Figure 1. Signal wires by layer.
Only two layers are drawn.
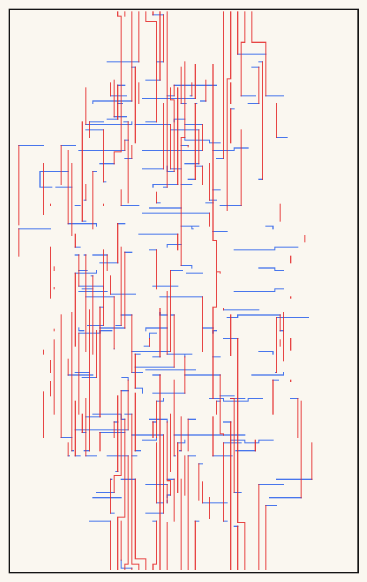
Figure 2. Drive-strength map.
Bar = 10 µm.
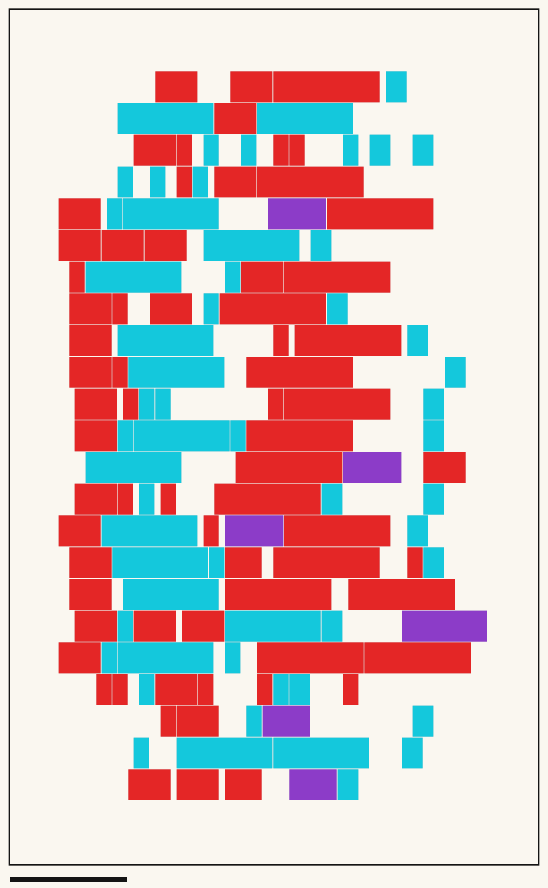
Figure 3. Power grid.
Bar = 10 µm. Pins as bars on the die edge. Tap cells in grey.
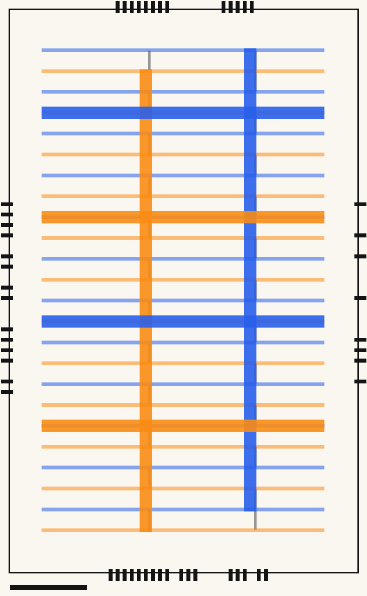
Figure 4. Track usage over the die.
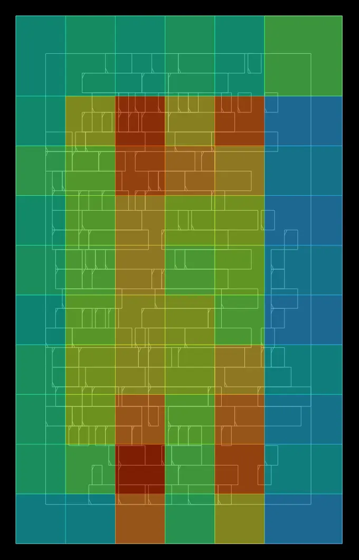
Figure 5. Zoomed window.
Window x 20 to 45, y 6 to 31 µm. Cells in grey, sequential cells in the stronger grey; small squares are vias.
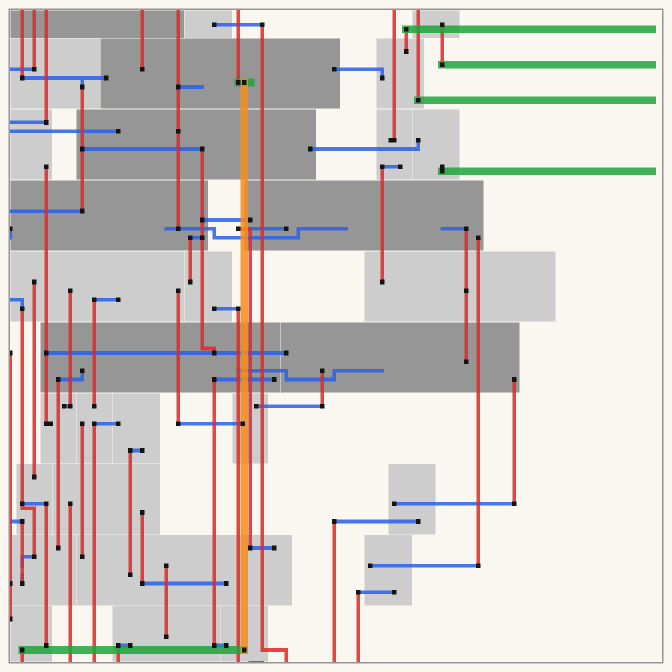
--- src/rtl/adder_pkg.sv ---
// Shared constants and types for the 16-bit ripple adder.
// Contents:
//   ADDER_WIDTH   operand/sum width (16)
//   ADDER_GROUP   bits per carry group (4)
//   adder_word_t  16-bit operand word
//   signed_ovf()  two's-complement overflow from the operand and sum sign bits
package adder_pkg;

  localparam int unsigned ADDER_WIDTH = 16;
  localparam int unsigned ADDER_GROUP = 4;

  typedef logic [ADDER_WIDTH-1:0] adder_word_t;

  // Overflow occurs when both operands share a sign and the sum's sign differs.
  function automatic logic signed_ovf(input logic a_msb, input logic b_msb,
                                      input logic s_msb);
    return (a_msb == b_msb) && (s_msb != a_msb);
  endfunction

endpackage

--- src/rtl/adder_4bit.sv ---
// Purely combinational 4-bit ripple-carry group built from four full-adder bit cells.
// Ports:
//   a, b  [3:0] operand slices
//   cin         carry into bit 0 of the group
//   s     [3:0] sum slice
//   cout        carry out of bit 3 of the group
module adder_4bit
  import adder_pkg::*;
(
  input  logic [ADDER_GROUP-1:0] a,
  input  logic [ADDER_GROUP-1:0] b,
  input  logic                   cin,
  output logic [ADDER_GROUP-1:0] s,
  output logic                   cout
);

  logic [ADDER_GROUP:0] c;

  // Full-adder cells rippled LSB to MSB.
  always_comb begin
    c    = '0;
    s    = '0;
    c[0] = cin;
    for (int i = 0; i < int'(ADDER_GROUP); i++) begin
      s[i]   = a[i] ^ b[i] ^ c[i];
      c[i+1] = (a[i] & b[i]) | (c[i] & (a[i] ^ b[i]));
    end
    cout = c[ADDER_GROUP];
  end

endmodule

--- src/rtl/adder_16bit.sv ---
// Registered 16-bit adder: {cout, s} = a + b + cin, one cycle of latency,
// one new operand set per cycle. Carry ripples through four adder_4bit groups.
// Ports:
//   clk   rising-edge clock
//   rst   asynchronous active-high reset (clears s, cout, ovf)
//   a, b  16-bit unsigned operands
//   cin   carry into bit 0
//   s     registered 16-bit sum (modulo 2^16)
//   cout  registered carry out of bit 15
//   ovf   registered signed overflow (only when ADDER_16BIT_OVF_EN is defined)
// Build option: define ADDER_16BIT_OVF_EN to add the ovf port and its register.
module adder_16bit
  import adder_pkg::*;
(
  input  logic        clk,
  input  logic        rst,
  input  adder_word_t a,
  input  adder_word_t b,
  input  logic        cin,
  output adder_word_t s,
  output logic        cout
`ifdef ADDER_16BIT_OVF_EN
  ,
  output logic        ovf
`endif
);

  adder_word_t s_next;
  // Inter-group carries kept as separate nets so the chain is a plain DAG.
  logic c1;
  logic c2;
  logic c3;
  logic c4;

  adder_4bit u_grp0 (
    .a    (a[3:0]),
    .b    (b[3:0]),
    .cin  (cin),
    .s    (s_next[3:0]),
    .cout (c1)
  );

  adder_4bit u_grp1 (
    .a    (a[7:4]),
    .b    (b[7:4]),
    .cin  (c1),
    .s    (s_next[7:4]),
    .cout (c2)
  );

  adder_4bit u_grp2 (
    .a    (a[11:8]),
    .b    (b[11:8]),
    .cin  (c2),
    .s    (s_next[11:8]),
    .cout (c3)
  );

  adder_4bit u_grp3 (
    .a    (a[15:12]),
    .b    (b[15:12]),
    .cin  (c3),
    .s    (s_next[15:12]),
    .cout (c4)
  );

  // Output register; reset clears immediately and drops any in-flight result.
  always_ff @(posedge clk or posedge rst) begin
    if (rst) begin
      s    <= '0;
      cout <= 1'b0;
    end else begin
      s    <= s_next;
      cout <= c4;
    end
  end

`ifdef ADDER_16BIT_OVF_EN
  // Signed overflow registered alongside the sum.
  always_ff @(posedge clk or posedge rst) begin
    if (rst) begin
      ovf <= 1'b0;
    end else begin
      ovf <= signed_ovf(a[ADDER_WIDTH-1], b[ADDER_WIDTH-1], s_next[ADDER_WIDTH-1]);
    end
  end
`endif

endmodule

--- config.mk ---
export PLATFORM = sky130hd
export DESIGN_NAME = adder_16bit
export DESIGN_NICKNAME = d
export VERILOG_FILES = /design/src/rtl/adder_pkg.sv /design/src/rtl/adder_4bit.sv /design/src/rtl/adder_16bit.sv
export SDC_FILE = /design/constraint.sdc
export NUM_CORES = 1
export LEC_CHECK = 0
export CAP_MARGIN = 5
export CORE_ASPECT_RATIO = 1.75
export CORE_MARGIN = 4
export CORE_UTILIZATION = 37
export DETAILED_ROUTE_END_ITERATION = 8
export PLACE_DENSITY = 0.79
export SETUP_SLACK_MARGIN = 0.3
export SYNTH_ARGS = -nofsm -noshare
export SYNTH_HDL_FRONTEND = slang
export SYNTH_SLANG_ARGS = --single-unit
--- constraint.sdc ---
create_clock -name clk -period 0.88 [get_ports clk]
set_input_delay 0.264 -clock clk [delete_from_list [all_inputs] [get_ports clk]]
set_output_delay 0.264 -clock clk [all_outputs]
set_load 0.005 [all_outputs]
==> metrics.yaml <==
power:
  switching_power_share_of_the_total: 0.252
  pwr.group.combinational_w: 0.000660
  power.share.combinational: 0.305
  design_power_total_w: 0.00216
drt:
  maxUsedRoutingLayer: "met4"
  drt-initial-drc-count: 1
  wl_met1_um: 449
final_timing:
  setup_slack_ps: -4470
  finalMaxSlewViolations: 0
  fin_setup_tns_ps: -40690
  setup_viol: 33
  fin_crit_sh: 6.08
  unrepaired_setup_endpoints_after_global_routing: "true"
  fin_hold_ws_ps: 313
place:
  placement.cell_area_mm2: 0.00150
  routability_driven_placement_congestion_ratio: 0.670
  hpwlAfterDp_um: 1780
setup_path:
  cp.arrival_ps: 5540
global_routing:
  grt_max_degree: 18
  grt_pass1_vias: 750
  grt_pass1_wl_um: 2950
floorplanning:
  placementRows: 23
  die_height_um: 73.2
  initial_core_util: 0.391
  tapcell.inserted: 25
clock_tree:
  post-cts-setup-buffers: 0
  clock_sinks: 17
  clock_path_buffers: 2
  cts_inserted_buffers: 3
logic_synthesis:
  synthesis.area_um2: 900
  numSynthFlops: 17
  synth-warning-count: 0
  yosys-stat-cells: 74
  ys_sh_aoi: 0
run_status:
  failed_checks: "negative setup slack"
  status: "complete, but fails checks"
min_path:
  worstHoldPathCells: 2
  hold_path_end: "s[0]"
final_layout:
  largest_reg_flops: 16
  ff_latch_area_um2: 425
  clk_share: 0.0309
-- Figure 1 (at the start) --
layer	colour	wire length
metal 1	blue	449 µm
metal 2	red	1,220 µm

-- Figure 2 (at the start) --
size	colour	cells
_6 and larger	purple	6
_0 and _1 cells	red	68
_2 cells	cyan	56

-- Figure 3 (at the start) --
net	colour
VDD	blue
VSS	orange
tap cells	25
met1 rails	24
met5 straps	4

-- Figure 4 (at the start) --
global routing usage on met3: 0.0370
Post-Route Utilization: 0.633

-- Figure 5 (at the start) --
layer	colour
metal 1	blue
metal 2	red
metal 4	orange
metal 3	green
most frequent	buf_2 (7), dfrtp_1 (6), inv_1 (3)
sequential cells in the window	6
netlist names of flops here include	s (6)
cells with their middle in the window	26

Power is estimated from default activity; no workload was simulated.
